**Run 1: metal 2**

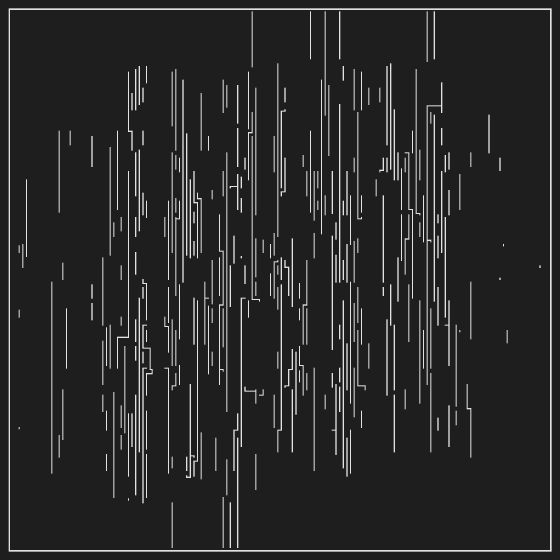
**Run 1: the clock network**

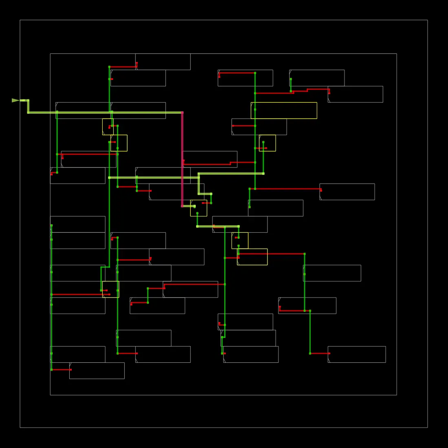
**Run 1: signal wires on met1**

Supply wires on this layer in grey.
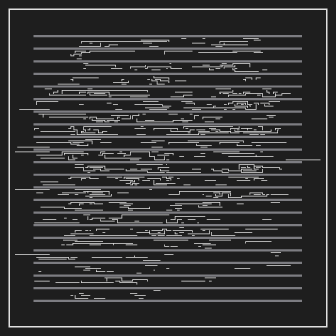
**Run 1: signal metal coverage by tile**

Scale bar: 20 um. The die is cut into 14 by 14 equal tiles; dark purple is low, yellow is high, scaled to the fullest tile. Values are wire area over tile area, all layers added.
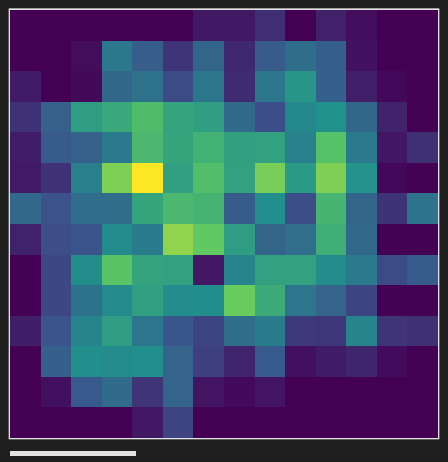
## config.mk

```make
export PLATFORM = sky130hd
export DESIGN_NAME = seq_frame_detector
export DESIGN_NICKNAME = d
export VERILOG_FILES = /design/src/rtl/seq_frame_detector_pkg.sv /design/src/rtl/seq_sync_matcher.sv /design/src/rtl/seq_frame_detector.sv
export SDC_FILE = /design/constraint.sdc
export NUM_CORES = 1
export LEC_CHECK = 0
export ABC_AREA = 1
export CAP_MARGIN = 20
export CORE_MARGIN = 5
export CORE_UTILIZATION = 48
export CTS_CLUSTER_SIZE = 40
export DETAILED_ROUTE_END_ITERATION = 6
export MAX_ROUTING_LAYER = met4
export PLACE_DENSITY = 0.74
export SYNTH_ARGS = -nofsm -noshare
export SYNTH_HDL_FRONTEND = slang
export SYNTH_SLANG_ARGS = --single-unit
```

## constraint.sdc

```tcl
create_clock -name clk -period 1.3 [get_ports clk]
set_input_delay 0.13 -clock clk [delete_from_list [all_inputs] [get_ports clk]]
set_output_delay 0.13 -clock clk [all_outputs]
set_load 0.02 [all_outputs]
```

## src/rtl/seq_frame_detector_pkg.sv

```systemverilog
// Shared types and helpers for the serial frame detector.
package seq_frame_detector_pkg;

  // Framer state: hunting for sync, or deserialising payload bits.
  typedef enum logic {
    ST_HUNT    = 1'b0,
    ST_CAPTURE = 1'b1
  } state_t;

  // Counter width able to index n items, never narrower than one bit.
  function automatic int idx_w(input int n);
    return (n < 2) ? 1 : $clog2(n);
  endfunction

endpackage

```

## src/rtl/seq_sync_matcher.sv

```systemverilog
// Sync hunter: history shift register, fill counter and pattern compare.
// The pattern compare includes the bit arriving this cycle, so match is
// asserted combinationally on the cycle of the last sync bit.
module seq_sync_matcher #(
  parameter int                    SYNC_LEN = 4,
  parameter logic [SYNC_LEN-1:0]   SYNC_PAT = 4'b1011
) (
  input  logic clk,
  input  logic reset,
  input  logic clear,
  input  logic en,
  input  logic Xin,
  output logic match
);

  localparam int FILL_W = $clog2(SYNC_LEN + 1);

  // Only the SYNC_LEN-1 most recent bits are needed; Xin supplies the last.
  logic [SYNC_LEN-2:0] sh;
  logic [FILL_W-1:0]   fill;

  // History shifts on every qualified bit; no flush on mismatch so
  // overlapping prefixes are still found.
  always_ff @(posedge clk or posedge reset) begin
    if (reset) begin
      sh   <= '0;
      fill <= '0;
    end else if (clear) begin
      sh   <= '0;
      fill <= '0;
    end else if (en) begin
      sh <= (SYNC_LEN-1)'({sh, Xin});
      if (fill != FILL_W'(SYNC_LEN))
        fill <= fill + FILL_W'(1);
    end
  end

  assign match = en && (fill >= FILL_W'(SYNC_LEN - 1)) && ({sh, Xin} == SYNC_PAT);

endmodule

```

## src/rtl/seq_frame_detector.sv

```systemverilog
// Serial framer: finds the sync pattern, then deserialises one payload word
// with a valid pulse, and counts captured frames (saturating).
module seq_frame_detector
  import seq_frame_detector_pkg::*;
#(
  parameter int                  SYNC_LEN    = 4,
  parameter logic [SYNC_LEN-1:0] SYNC_PAT    = 4'b1011,
  parameter int                  PAYLOAD_LEN = 8,
  parameter int                  CNT_W       = 8
) (
  input  logic                   clk,
  input  logic                   reset,
  input  logic                   Xin,
  input  logic                   en,
  output logic [PAYLOAD_LEN-1:0] Data,
  output logic                   Valid,
  output logic                   SyncDet,
  output logic                   Locked,
  output logic [CNT_W-1:0]       FrameCnt
);

  localparam int BC_W = idx_w(PAYLOAD_LEN);

  state_t               state, state_nxt;
  logic [BC_W-1:0]      bitcnt;
  logic [PAYLOAD_LEN-1:0] pay;
  logic                 match;
  logic                 hunt_en;
  logic                 frame_done;

  // The matcher only sees bits while hunting, so payload is never re-detected.
  assign hunt_en    = en && (state == ST_HUNT);
  assign frame_done = en && (state == ST_CAPTURE) && (bitcnt == BC_W'(PAYLOAD_LEN - 1));

  seq_sync_matcher #(
    .SYNC_LEN (SYNC_LEN),
    .SYNC_PAT (SYNC_PAT)
  ) u_match (
    .clk   (clk),
    .reset (reset),
    .clear (frame_done),
    .en    (hunt_en),
    .Xin   (Xin),
    .match (match)
  );

  // State register.
  always_ff @(posedge clk or posedge reset) begin
    if (reset) state <= ST_HUNT;
    else       state <= state_nxt;
  end

  // Next-state: lock on sync, release after the last payload bit.
  always_comb begin
    state_nxt = state;
    case (state)
      ST_HUNT:    if (match)      state_nxt = ST_CAPTURE;
      ST_CAPTURE: if (frame_done) state_nxt = ST_HUNT;
      default:                    state_nxt = ST_HUNT;
    endcase
  end

  // Outputs decoded from the registered state only.
  always_comb begin
    Locked = (state == ST_CAPTURE);
  end

  // Datapath: payload shifter, bit counter, pulses, output word, frame count.
  always_ff @(posedge clk or posedge reset) begin
    if (reset) begin
      pay      <= '0;
      bitcnt   <= '0;
      Data     <= '0;
      Valid    <= 1'b0;
      SyncDet  <= 1'b0;
      FrameCnt <= '0;
    end else begin
      Valid   <= 1'b0;
      SyncDet <= 1'b0;
      if (match) begin
        SyncDet <= 1'b1;
        bitcnt  <= '0;
      end
      if (en && state == ST_CAPTURE) begin
        pay    <= PAYLOAD_LEN'({pay, Xin});
        bitcnt <= bitcnt + BC_W'(1);
        if (frame_done) begin
          Data  <= PAYLOAD_LEN'({pay, Xin});
          Valid <= 1'b1;
          if (~&FrameCnt)
            FrameCnt <= FrameCnt + CNT_W'(1);
        end
      end
    end
  end

endmodule

```

==> results.json, run 1 <==
{
  "status": "complete, but fails checks",
  "violations": "setup timing",
  "avgSynthCellArea_sq_um": 8.83,
  "hold_path_class": "in2async",
  "drv_slew": 0,
  "die_h_um": 68.2,
  "instances_no_fill": 276,
  "port_buffers": 22,
  "fin_util_pct": 68.9,
  "power_leader": "registers",
  "power_mw": 4.22,
  "placed_area_sq_mm": 0.00203,
  "largest_cell_class": "sequential cells",
  "simple_gate_share_pct": 23.3,
  "n_fill_cell": 267,
  "p_comb_mw": 1.68,
  "pwr-share-clk_pct": 19.3,
  "setup_viol": 2,
  "bufAreaShareNonClock_pct": 17.0,
  "tritoncts": "done",
  "path_cells": "ha_2 > ha_4 > inv_4 > nor2_8 > nand2_4 > buf_12 > nand2_1 > nand2_1",
  "flops": 35,
  "ys_top_logic_family": "simple AND/OR/NAND/NOR gates",
  "critPathBufInv": 2,
  "ant_nets": 0,
  "internal-power_mw": 2.67,
  "syn_to_final_growth_pct": 40.4,
  "max_freq_mhz": 767,
  "comb_power_share_pct": 39.9,
  "holdWs_ns": 0.119,
  "r2r_end": "FrameCnt[6]",
  "path_clk_slew_ns": 0.11,
  "dp_slack_ns": -0.0692,
  "grt_start_max_net_pins": 36,
  "crit_path_max_fanout": 6,
  "place_hpwl_mm": 2.11,
  "gr-max-usage-layer": "met2",
  "rr_worst_depth": 8,
  "seqCellArea_sq_um": 880,
  "finalClockPeriodUsage_pct": 100,
  "hold_buffers": 0,
  "synthAoiAreaFrac_pct": 8.93,
  "critical_path_class": "reg2reg",
  "dr.pass1.iters": 4,
  "fp-utilization_pct": 49.1,
  "required_ns": 1.54,
  "top_layer": "met4",
  "pin_count": 23,
  "cp_slowest_cell": "dfrtp_1",
  "period_minus_slack_ns": 1.30,
  "synth-adder-area-share_pct": 4.62,
  "switching_share_pct": 36.7,
  "report.final.hold_viol_count": 0,
  "leakage_nw": 1.20,
  "warning_count": 29,
  "clkbuf_count": 6,
  "p_seq_mw": 1.72,
  "drc": 0,
  "grt_pass1_wl_mm": 5.51,
  "cts_max_level": 2,
  "clk_latency_ns": 0.33,
  "cts_max_path_buffers": 2,
  "core_area_sq_mm": 0.00331,
  "overflow": 0,
  "antenna_found_initial": 0,
  "switchingPower_mw": 1.55,
  "root_buffer": "clkbuf_4",
  "die_area_sq_mm": 0.00465,
  "clock_power_mw": 0.815,
  "max_stage_delay_ns": 0.36,
  "dpl.cell_count": 264,
  "endpoint_kind": "flip-flop",
  "post_drt_via_cell_ratio": 4.78,
  "relSlewSlack_pct": 85.5,
  "combGateArea_sq_um": 763,
  "setup_ws_ns": -0.00294,
  "synth_cell_type_count": 22
}
Notes on 'metal 2' above:
nets with wire on the layer = 202
longest straight run = 35.2 um
main direction = vertical
share of all routed wire = 52%
Global Route met2 Usage: 27.2%
routed wire length: 3.26 mm
DR vias: 1318

Notes on 'the clock network' above:
Clock Skew: 0.00717 ns
CTS Buf Count: 5

Notes on 'signal wires on met1' above:
share of all routed wire = 43%
wire length on this layer = 1400 um
M1 GR Usage: 18.9%

Notes on 'signal metal coverage by tile' above:
densest ninth of the die = centre
fullest tile = 0.40
mean over tiles = 0.11
tiles over half the peak = 19%
nearly empty tiles = 22%
DR WL/cell: 11.8 um
Tot GR Track Use: 16.3%

run 1: how the worst max path moves through the flow:
stage	slack, ns	startpoint	to	cells after the start
global placement	-0.03	en	bitcnt[0]	5
CTS	0.01	u_match.fill[0]	bitcnt[2]	7
global route	-0.09	bitcnt[0]	FrameCnt[4]	8
floorplan	-0.001	bitcnt[0]	Data[0]	8
finish	-0.003	bitcnt[0]	FrameCnt[6]	8
detailed placement	-0.07	u_match.fill[0]	Locked	6
run 1: layout by cell type (no fill, tap or decap), drive strengths merged:
cell and count:
xnor2 1, ha 6, bufinv 1, o22ai 3
nand4 1, xor2 2, clkdlybuf4s50 3, nor2 10
dfrtp 35, or2 1, clkdlybuf4s15 2, buf 20
clkbuf 6, clkinv 1, inv 26, nand3 10
dlygate4sd2 16, nand2 66, o21ai 20
run 1: timing repair:
action | CTS | global route
endpoints found under the hold margin | 0 | 0
gates cloned | 0 | 0
setup buffers | 2 | 2
resized | 30 | 34
endpoints found under the setup margin | 40 | 29
pin swaps | 2 | 7
run 1: Yosys cell counts:
cell | count | area share (%)
o22ai_1 | 3 | 1.2
o21ai_0 | 13 | 4.0
inv_4 | 1 | 0.39
nor2_8 | 1 | 1.2
nand2_4 | 1 | 0.69
inv_2 | 1 | 0.23
or2_2 | 1 | 0.39
nand3_1 | 10 | 3.1
buf_4 | 1 | 0.46
ha_1 | 6 | 4.6
nand2_1 | 63 | 15
nor2_2 | 1 | 0.39
dfrtp_1 | 35 | 54
o21ai_2 | 7 | 3.8
nor2_1 | 8 | 1.8
xnor2_1 | 1 | 0.54
buf_6 | 1 | 0.69
xor2_1 | 2 | 1.1
inv_1 | 24 | 5.5
buf_2 | 1 | 0.31
nand4_1 | 1 | 0.39
nand2_2 | 2 | 0.77
==> run 2, diff against run 1 <==
--- a/config.mk
+++ b/config.mk
@@ -8,11 +8,11 @@
 export ABC_AREA = 1
 export CAP_MARGIN = 20
 export CORE_MARGIN = 5
-export CORE_UTILIZATION = 48
-export CTS_CLUSTER_SIZE = 40
+export CORE_UTILIZATION = 55
 export DETAILED_ROUTE_END_ITERATION = 6
+export DONT_BUFFER_PORTS = 1
 export MAX_ROUTING_LAYER = met4
-export PLACE_DENSITY = 0.74
+export PLACE_DENSITY = 0.73
 export SYNTH_ARGS = -nofsm -noshare
 export SYNTH_HDL_FRONTEND = slang
 export SYNTH_SLANG_ARGS = --single-unit
**Run 2: met3 routing**

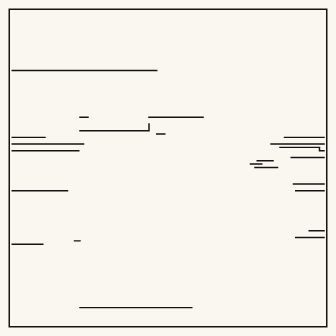
longest straight run = 29.4 um
share of all routed wire = 6.1%
wire length on this layer = 201 um
DR vias: 1237
met3 usage: 8.23%
routed wire length: 3.30 mm

==> results.json, run 2 <==
{
  "status": "complete, but fails checks",
  "violations": "setup timing",
  "simple_gate_share_pct": 23.3,
  "area_leaders": "dfrtp_1, nand2_1, inv_1",
  "ant_nets": 0,
  "period_minus_slack_ns": 1.30,
  "clk_latency_ns": 0.34,
  "synth_top_area_share_pct": 53.9,
  "grt_util_all_layers_pct": 19.3,
  "die_width_um": 64.4,
  "relSlewSlack_pct": 71.5,
  "ys_top_logic_family": "simple AND/OR/NAND/NOR gates",
  "placed_area_sq_mm": 0.00181,
  "seqCellArea_sq_um": 880,
  "cp_num_cells": 8,
  "final_cell_mix": "nand2_1, dfrtp_1, inv_1, buf_4, o21ai_0",
  "antenna_found_initial": 0,
  "tritoncts": "done",
  "critPathTopFamily": "flip-flops",
  "cp-startpoint": "bitcnt[1]",
  "pin_count": 23,
  "common_cells": "nand2_1, dfrtp_1, inv_1",
  "drv_slew": 0,
  "cts_made_buffers": 5,
  "fp-utilization_pct": 57.9,
  "synth_area_sq_mm": 0.00163,
  "path_clk_slew_ns": 0.10,
  "syn_to_final_growth_pct": 22.9,
  "top_area_cell": "dfrtp_1",
  "die_area_sq_mm": 0.00414,
  "synth-adder-area-share_pct": 4.62,
  "top_cell": "nand2_1",
  "layout_top_cell": "nand2_1",
  "cts_max_level": 2,
  "dr.pass1.iters": 4,
  "place_hpwl_mm": 2.37,
  "critPathBufInv": 3,
  "final.setup_skew_ns": 0.0141,
  "setup_viol": 2,
  "max_freq_mhz": 766,
  "die_h_um": 64.4,
  "drc": 0,
  "grt_start_max_net_pins": 36,
  "critical_path_class": "reg2reg",
  "path_cells": "ha_2 > ha_4 > inv_4 > nor2_8 > inv_6 > buf_12 > nand2_2 > o21ai_2",
  "overflow": 0,
  "synth-edff-count": 0,
  "crit_path_max_fanout": 8,
  "tightest_slew_ns": 0.427,
  "grt_pass1_wl_mm": 5.88,
  "finalClockPeriodUsage_pct": 100,
  "endpoint_kind": "flip-flop",
  "wire_per_inst_um": 13.6,
  "warning_count": 30,
  "synth_cell_type_count": 22,
  "rr_worst_depth": 8,
  "report.final.hold_viol_count": 0,
  "leakage_nw": 1.03,
  "hold_path_class": "in2reg",
  "cp_slowest_cell": "dfrtp_1",
  "whs_path_depth": 2,
  "cts_max_path_buffers": 2,
  "required_ns": 1.53,
  "n_fill_cell": 210,
  "drtIter0Drc": 93,
  "ys.flops": 35,
  "root_buffer": "clkbuf_4",
  "diodes": 0,
  "post_drt_via_cell_ratio": 5.09,
  "async_flop_share_pct": 100,
  "combGateArea_sq_um": 696,
  "port_buffers": 0,
  "fin_nets": 222,
  "setup_ws_ns": -0.00497,
  "flop_cell": "dfrtp_1",
  "avgSynthCellArea_sq_um": 8.83,
  "synthAoiAreaFrac_pct": 8.93,
  "core_area_sq_mm": 0.00281,
  "power_mw": 3.77,
  "fin_util_pct": 71.2,
  "max_stage_delay_ns": 0.37
}
==> run 2: cell counts after synthesis <==
Identical to the previous run, type by type.
==> run 2: area by class of cell <==
cell class	count	area share, %
clock buffer	6	2.57
clock inverter	1	0.251
inverter	26	5.39
multi-input combinational	120	34.8
sequential	35	44.0
tap	31	1.94
timing repair buffer	24	11.0
==> run 2: cell families after synthesis <==
| family | after synthesis |
|---|---|
| XOR/XNOR | 3 |
| buffers and inverters | 29 |
| AND-OR/OR-AND | 23 |
| adder cells (fa/ha/maj) | 6 |
| flip-flops | 35 |
| AND/OR/NAND/NOR | 88 |
==> run 2: final timing paths <==
kind	to	slack (ns)
max	Data[4]	-0.005
min	Data[0]	0.02
max reg2reg	Data[4]	-0.005
min reg2reg	pay[5]	0.50
max in group asynchronous	FrameCnt[3]	0.67
min in group asynchronous	FrameCnt[1]	0.31
==> run 2: per-stage QoR <==
stage	hold slack (ns)	setup WS [ns]	instances
finish	0.0233	-0.00497	243
global route	0.00668	-0.0680	243
CTS	0.00447	-0.00130	243
detailed placement	0.145	-0.0673	232
global placement	0.137	0.00654	232
floorplan	0.284	-0.000956	184
==> run 2: what timing repair did <==
action / CTS / global route
endpoints found under the setup margin: 22 / 25
hold buffers: 1 / 0
endpoints found under the hold margin: 35 / 0
resized: 15 / 11
pin swaps: 4 / 2
buffers inserted: 2 / 0
gates cloned: 1 / 0
==> run 2: metal layers <==
layer | global-route usage, % | share of wire [%] | up-vias
li1 | - | - | 626
met3 | 8.23 | 6.1 | 6
met4 | 6.33 | 1.5 | 0
met2 | 32.9 | 53 | 28
met1 | 20.2 | 40 | 577
met5 | - | 0 | -
==> run 2: report_power, final <==
group,internal [mW],switching [mW]
Combinational,0.602,0.775
Clock,0.250,0.342
Sequential,1.45,0.355
==> run 3, diff against run 2 <==
--- a/config.mk
+++ b/config.mk
@@ -13,6 +13,7 @@
 export DONT_BUFFER_PORTS = 1
 export MAX_ROUTING_LAYER = met4
 export PLACE_DENSITY = 0.73
+export SKIP_LAST_GASP = 1
 export SYNTH_ARGS = -nofsm -noshare
 export SYNTH_HDL_FRONTEND = slang
 export SYNTH_SLANG_ARGS = --single-unit
==> constraint.sdc (replaced) <==
create_clock -name clk -period 1.3 [get_ports clk]
set_input_delay 0.26 -clock clk [delete_from_list [all_inputs] [get_ports clk]]
set_output_delay 0.26 -clock clk [all_outputs]
set_load 0.02 [all_outputs]
**Run 3: metal 2**

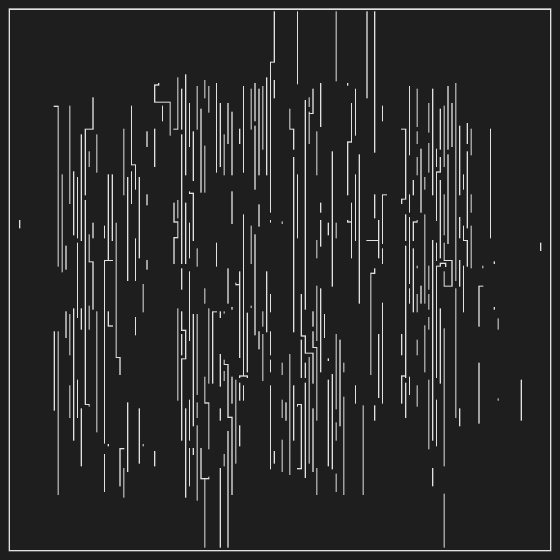
share of all routed wire = 53%
main direction = vertical
Global Route met2 Usage: 32.7%
DR vias: 1287
routed wire length: 3.31 mm

==> results.json, run 3 <==
{
  "status": "complete, but fails checks",
  "violations": "setup timing",
  "grt_pass1_wl_mm": 5.72,
  "holdWs_ns": 0.155,
  "cp_slowest_cell": "dfrtp_1",
  "antenna_found_initial": 0,
  "critical_path_class": "reg2reg",
  "root_buffer": "clkbuf_4",
  "cts_max_level": 2,
  "placed_area_sq_mm": 0.00181,
  "n_fill_cell": 218,
  "max_freq_mhz": 743,
  "power_mw": 3.98,
  "synth-edff-count": 0,
  "startpoint_type": "flip-flop",
  "dp_slack_ns": -0.0546,
  "tritoncts": "done",
  "grt_util_all_layers_pct": 18.3,
  "r2r_slack_ns": -0.05,
  "leakage_nw": 1.05,
  "synth_cell_type_count": 22,
  "overflow": 0,
  "instances_no_fill": 245,
  "fin_nets": 223,
  "avgSynthCellArea_sq_um": 8.83,
  "place_hpwl_mm": 2.35,
  "required_ns": 1.54,
  "top_cell": "nand2_1",
  "fin_util_pct": 72.2,
  "relSlewSlack_pct": 71.5,
  "dr.pass1.iters": 5,
  "area_leaders": "dfrtp_1, nand2_1, inv_1",
  "path_cells": "ha_2 > ha_4 > inv_2 > nor2_8 > inv_6 > buf_12 > nand2_1 > o21ai_2",
  "final_cell_mix": "nand2_1, dfrtp_1, inv_1, buf_4, o21ai_0",
  "max_stage_delay_ns": 0.38,
  "warning_count": 30,
  "drv_slew": 0,
  "cts_max_path_buffers": 2,
  "syn_inst": 184,
  "tightest_slew_ns": 0.427,
  "port_buffers": 0,
  "top_area_cell": "dfrtp_1",
  "met1_usage_pct": 18.8,
  "syn_to_final_growth_pct": 24.6,
  "clk_latency_ns": 0.34,
  "drtIter0Drc": 58,
  "post_drt_via_cell_ratio": 5.25,
  "drc": 0,
  "wire_per_inst_um": 13.5,
  "layout_top_cell": "nand2_1",
  "dpl.cell_count": 232,
  "endpoint_kind": "flip-flop",
  "ys.flops": 35,
  "path_clk_slew_ns": 0.11,
  "die_width_um": 64.4,
  "fp-utilization_pct": 57.9,
  "cts_made_buffers": 5,
  "die_h_um": 64.4,
  "report.final.hold_viol_count": 0,
  "met3_usage_pct": 5.43,
  "diodes": 0,
  "common_cells": "nand2_1, dfrtp_1, inv_1",
  "ant_nets": 0,
  "setup_viol": 10,
  "synth_area_sq_mm": 0.00163,
  "finalClockPeriodUsage_pct": 103,
  "setup_ws_ns": -0.0452,
  "synth_top_area_share_pct": 53.9,
  "gr-max-usage-layer": "met2"
}
run 3: cell counts after synthesis:
Identical to the previous run, type by type.
run 3: repair_timing:
item	in CTS	in global routing
setup endpoints to repair	21	26
resized	6	14
buffers inserted	2	1
pin swaps	3	7
endpoints found under the hold margin	35	0
hold buffers	1	0
gates cloned	0	1
run 3: critical path, delay by kind of cell, from the launching register on:
kind / cells / cell delay (ns)
compound gates: 1 / 0.06
fa+ha+maj: 2 / 0.32
buf+inv: 3 / 0.26
flops: 1 / 0.38
simple gates: 2 / 0.23
run 3: area by class of cell:
type | count | area [sq um] | area share, %
flip-flops and latches | 35 | 878 | 43.4
multi-input cells | 120 | 693 | 34.2
repair buffers | 25 | 224 | 11.1
inverters | 26 | 105 | 5.19
clock buffers | 6 | 51.3 | 2.53
well taps | 31 | 38.8 | 1.91
clock inverters | 2 | 35.0 | 1.73
run 3: cell families after synthesis:
kind of cell | synth area share (%)
flops | 53.9
buf+inv | 7.62
fa+ha+maj | 4.62
xor+xnor | 1.62
simple gates | 23.3
compound gates | 8.93
run 3: final timing paths:
path                       startpoint     endpoint  cells past startpoint
min                               Xin      Data[0]                      2
min reg2reg                    pay[5]       pay[5]                      2
min in group asynchronous       reset  FrameCnt[0]                      3
max reg2reg                 bitcnt[1]      Data[6]                      8
max in group asynchronous       reset  FrameCnt[1]                      3
max                         bitcnt[1]      Data[6]                      8
run 3: routing by layer:
| layer | vias to the layer above | share of wire [%] |
|---|---|---|
| met5 | - | 0 |
| met2 | 29 | 53 |
| met3 | 7 | 4.9 |
| met1 | 620 | 40 |
| met4 | 0 | 1.7 |
| li1 | 631 | - |
run 3: where the power goes:
part	leakage (nW)	switching, mW	internal [mW]
clock	0.0482	0.355	0.454
combinational	0.545	0.772	0.596
sequential	0.458	0.350	1.45
Power and IR drop assume default switching activity.
